==> images/final_placement.png <==
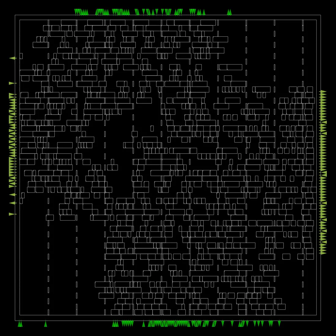
==> images/drive_strength.png <==
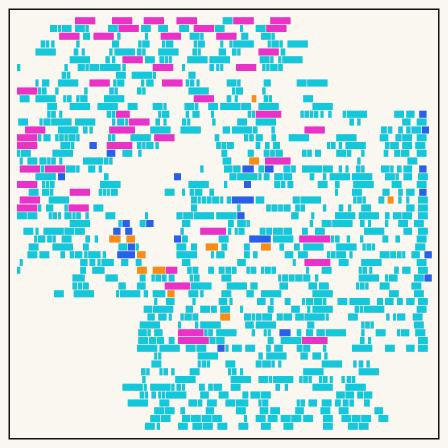
==> images/density.png <==
15 x 15 tiles, from white (low) to dark blue (high), 0 to 100% covered.
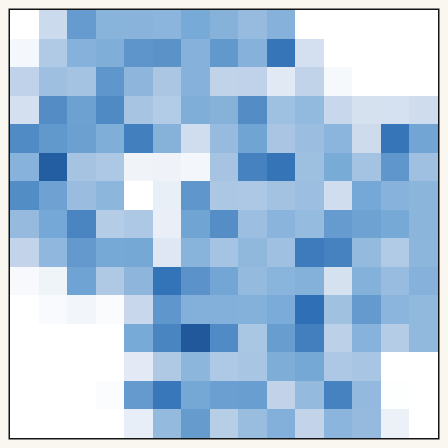
==> images/zoom.png <==
Region (102, 102) to (122, 122) um. Cells in grey, sequential cells in the stronger grey; small squares are vias.
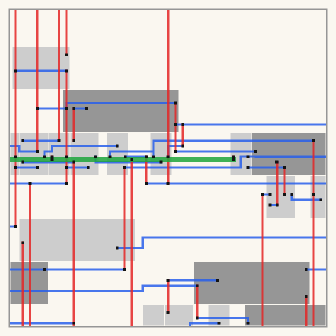
**src/rtl/riscv_pkg.sv**
```systemverilog
// Shared definitions for the RV32I core: datapath width, reset vector and
// the fetch-stage state encoding.
package riscv_pkg;

    localparam int DATA_WIDTH = 32;
    localparam logic [DATA_WIDTH-1:0] RESET_PC = 32'h0000_0000;
    localparam int INSTR_BYTES = 4;

    typedef enum logic [1:0] {
        IDLE = 2'd0,
        WAIT = 2'd1,
        DROP = 2'd2,
        HOLD = 2'd3
    } fetch_state_t;

endpackage

```
**src/rtl/pc_reg.sv**
```systemverilog
// Program-counter register: reset value, absolute load, and +INSTR_BYTES
// increment (modulo 2^W). Load wins over increment.
module pc_reg
    import riscv_pkg::*;
#(
    parameter int          W         = 32,
    parameter logic [W-1:0] RESET_VAL = '0
) (
    input  logic         clk,
    input  logic         rst,
    input  logic         load,
    input  logic [W-1:0] load_val,
    input  logic         inc,
    output logic [W-1:0] pc_q
);

    logic [W-1:0] pc_d;

    always_comb begin
        pc_d = pc_q;
        if (load) begin
            pc_d = load_val;
        end else if (inc) begin
            pc_d = pc_q + W'(INSTR_BYTES);
        end
    end

    always_ff @(posedge clk) begin
        if (rst) begin
            pc_q <= RESET_VAL;
        end else begin
            pc_q <= pc_d;
        end
    end

endmodule

```
**src/rtl/fetch_stage.sv**
```systemverilog
// Instruction-fetch stage: owns the PC, keeps at most one imem request in
// flight, buffers a word while IF/ID stalls and discards fetches made stale by a redirect.
module fetch_stage #(
    parameter int                    DATA_WIDTH = riscv_pkg::DATA_WIDTH,
    parameter logic [DATA_WIDTH-1:0] RESET_PC   = riscv_pkg::RESET_PC
) (
    input  logic                   clk,
    input  logic                   rst,
    input  logic                   stall_f,
    input  logic                   pc_src_e,
    input  logic [DATA_WIDTH-1:0]  pc_target_e,
    output logic                   imem_req,
    output logic [DATA_WIDTH-1:0]  imem_addr,
    input  logic                   imem_rvalid,
    input  logic [DATA_WIDTH-1:0]  imem_rdata,
    output logic                   valid_f,
    output logic [DATA_WIDTH-1:0]  instr_f,
    output logic [DATA_WIDTH-1:0]  pc_f,
    output logic [DATA_WIDTH-1:0]  pc_plus4_f,
    output riscv_pkg::fetch_state_t state_dbg
);

    import riscv_pkg::*;

    // Handshake: imem_req is a one-cycle pulse with imem_addr valid alongside;
    // the memory answers each request with exactly one imem_rvalid pulse,
    // no earlier than the following cycle. valid_f marks a word for IF/ID,
    // consumed only in a cycle with stall_f=0 and pc_src_e=0.

    fetch_state_t          state_q, state_d;
    logic [DATA_WIDTH-1:0] pc_q;
    logic [DATA_WIDTH-1:0] pc_req_q, pc_req_d;
    logic [DATA_WIDTH-1:0] buf_q, buf_d;
    logic [DATA_WIDTH-1:0] redirect_pc;
    logic                  issue;
    logic                  present;
    logic                  capture;
    logic [DATA_WIDTH-1:0] instr_sel;

    assign redirect_pc = {pc_target_e[DATA_WIDTH-1:2], 2'b00};

    pc_reg #(
        .W         (DATA_WIDTH),
        .RESET_VAL (RESET_PC)
    ) u_pc_reg (
        .clk      (clk),
        .rst      (rst),
        .load     (pc_src_e),
        .load_val (redirect_pc),
        .inc      (issue),
        .pc_q     (pc_q)
    );

    always_ff @(posedge clk) begin
        if (rst) begin
            state_q  <= IDLE;
            pc_req_q <= RESET_PC;
            buf_q    <= '0;
        end else begin
            state_q  <= state_d;
            pc_req_q <= pc_req_d;
            buf_q    <= buf_d;
        end
    end

    always_comb begin
        state_d = state_q;
        unique case (state_q)
            IDLE: begin
                state_d = pc_src_e ? IDLE : WAIT;
            end
            WAIT: begin
                if (pc_src_e) begin
                    state_d = imem_rvalid ? IDLE : DROP;
                end else if (imem_rvalid) begin
                    state_d = stall_f ? HOLD : WAIT;
                end
            end
            HOLD: begin
                if (pc_src_e) begin
                    state_d = IDLE;
                end else if (!stall_f) begin
                    state_d = WAIT;
                end
            end
            DROP: begin
                // A redirect here only moves the PC; the stale response still has to land.
                if (imem_rvalid) begin
                    state_d = IDLE;
                end
            end
            default: state_d = IDLE;
        endcase
    end

    always_comb begin
        issue     = 1'b0;
        present   = 1'b0;
        capture   = 1'b0;
        instr_sel = '0;
        unique case (state_q)
            IDLE: begin
                issue = !pc_src_e;
            end
            WAIT: begin
                if (imem_rvalid && !pc_src_e) begin
                    present   = 1'b1;
                    instr_sel = imem_rdata;
                    issue     = !stall_f;
                    capture   = stall_f;
                end
            end
            HOLD: begin
                if (!pc_src_e) begin
                    present   = 1'b1;
                    instr_sel = buf_q;
                    issue     = !stall_f;
                end
            end
            default: ;
        endcase
        if (rst) begin
            issue     = 1'b0;
            present   = 1'b0;
            capture   = 1'b0;
            instr_sel = '0;
        end
    end

    always_comb begin
        pc_req_d = issue   ? pc_q       : pc_req_q;
        buf_d    = capture ? imem_rdata : buf_q;
    end

    assign imem_req   = issue;
    assign imem_addr  = pc_q;
    assign valid_f    = present;
    assign instr_f    = instr_sel;
    assign pc_f       = pc_req_q;
    assign pc_plus4_f = pc_req_q + DATA_WIDTH'(INSTR_BYTES);
    assign state_dbg  = state_q;

endmodule

```
**config.mk**
```make
export PLATFORM = sky130hd
export DESIGN_NAME = fetch_stage
export DESIGN_NICKNAME = d
export VERILOG_FILES = /design/src/rtl/riscv_pkg.sv /design/src/rtl/pc_reg.sv /design/src/rtl/fetch_stage.sv
export SDC_FILE = /design/constraint.sdc
export NUM_CORES = 1
export LEC_CHECK = 0
export CAP_MARGIN = 0
export CELL_PAD_IN_SITES_DETAIL_PLACEMENT = 0
export CELL_PAD_IN_SITES_GLOBAL_PLACEMENT = 2
export CORE_MARGIN = 2
export CORE_UTILIZATION = 26
export DETAILED_ROUTE_END_ITERATION = 8
export PLACE_DENSITY = 0.84
export SETUP_SLACK_MARGIN = 0.02
export SYNTH_ARGS = -nofsm -noshare
export SYNTH_HDL_FRONTEND = slang
export SYNTH_SLANG_ARGS = --single-unit
```
**constraint.sdc**
```tcl
create_clock -name clk -period 5.3 [get_ports clk]
set_clock_uncertainty 0.1 [all_clocks]
set_input_delay 1.06 -clock clk [delete_from_list [all_inputs] [get_ports clk]]
set_output_delay 1.06 -clock clk [all_outputs]
set_load 0.1 [all_outputs]
```
==> run notes <==
Implementation summary

Multi-input combinational cells in the finished layout were counted as 572. The via count of the first global-routing pass is 5317. The worst-case reg-to-reg path depth is 6. The worst stage delay on the critical path is 1140 ps. At the end of routability-driven placement, the weighted congestion stood at 0.759. The type of origin of the critical path is a flop. The proportion of total power due to net switching is 0.360. The synthesized netlist has a Yosys-reported chip area of 5490 um^2. Registers take 1880 um^2. The type of the worst min-delay path is reg2reg.

Of the synthesized area, sequential elements account for 0.343. The most common logic cells in the final layout are sky130_fd_sc_hd__nand2_1 (153), sky130_fd_sc_hd__clkdlybuf4s50_1 (151), sky130_fd_sc_hd__dfxtp_1 (94). Post-synth the commonest register cell is sky130_fd_sc_hd__dfxtp_1. The switching component of the power was reported as 0.738 mW. In this run the static leakage power is 2.71 nW. The area fraction of clock buffers and clock inverters is 0.0406. For the clock group, total power comes out at 0.733 mW. The highest clock rate is 0.223 GHz. The placement report lists the number of port buffers as 192. The report lists the cells along the critical path as ha_1 -> and2_1 -> nand4_1 -> nor2_1 -> xor2_1 -> clkdlybuf4s50_1. The flow ran to the end, and the final reports show no timing, DRC or antenna violations. The cell area that synthesis handed to floorplanning was 5490 um^2.

The buffer levels on the longest clock path is 2. Adding up every negative setup slack in the final design gives 0 ps. The internal power consumption is 1.31 mW. In this run the maximum-capacitance check reported violations numbering 0. Headroom to the max-slew limit came out at 0.309. The flow reports power dissipated in sequential cells as 0.787 mW. STA classifies the critical path endpoint as an output pin. The proportion of power drawn by the clock network is 0.357. The DRC violation total left in the routed layout is recorded as 0. The aggregate global-route resource usage is 0.167. The post-synthesis register bit count is 94. Clock buffers in the final layout number 10.

The number of non-filler instances in the completed layout is 1174. The layout summary lists the proportion of cells stronger than drive strength 1 as 0.0936. The share of total power in combinational logic is 0.259. The flip-flop count of the largest register after layout is 32. The most common cell in the synthesized netlist is sky130_fd_sc_hd__nand2_1. The biggest slice of the total power is consumed by sequential cells. In the post-route report, total wirelength is listed as 18.8 mm. The number of cells in Yosys stat is 737. The portion of netlist area occupied by mux cells is 0. Yosys shows that the main logic family after synthesis is simple AND/OR/NAND/NOR gates. The initial antenna violation count came to 2.

On met3, the global router reports a usage of 0.0370. On the critical path the largest part of the delay comes from buffers and inverters. The global route total overflow is 0.

The logs give a warning total of 32. The chip width is 149 um. The power of the combinational group is 0.532 mW.

Entering global routing, the biggest net connects 47 pins. The post-route core utilization is 0.393. The global routing usage on met2 is 0.255. The most common cell after layout, fill and taps aside is sky130_fd_sc_hd__nand2_1.
Notes on final_placement.png above:
sequential cell area share: 0.229
core outline area: 20900 um^2
flip-flop and latch count: 94

Notes on drive_strength.png above:
legend:
  drive 2:
    colour: orange
    cells: 12
  drive 1 or less:
    colour: cyan
    cells: 813
  drive 6 and up:
    colour: magenta
    cells: 47
  drive 3 to 4:
    colour: blue
    cells: 25
area growth from synthesis to final layout: 49.5%
final setup slack of the worst path: 825 ps
finished layout cell area: 8200 um^2
number of signal-net buffers in the layout: 203

Notes on density.png above:
fullest tile: 84%
densest ninth of the die: bottom middle
nearly empty tiles: 16%

Notes on zoom.png above:
legend:
  met3:
    colour: green
  met1:
    colour: blue
  met2:
    colour: red
cells with their middle in the window: 17
most frequent: nand2_1 (7), a21oi_1 (4), dfxtp_1 (4)
sequential cells in the window: 4
netlist names of flops here include: `pc_f` (4)

Power is estimated from default activity; no workload was simulated.
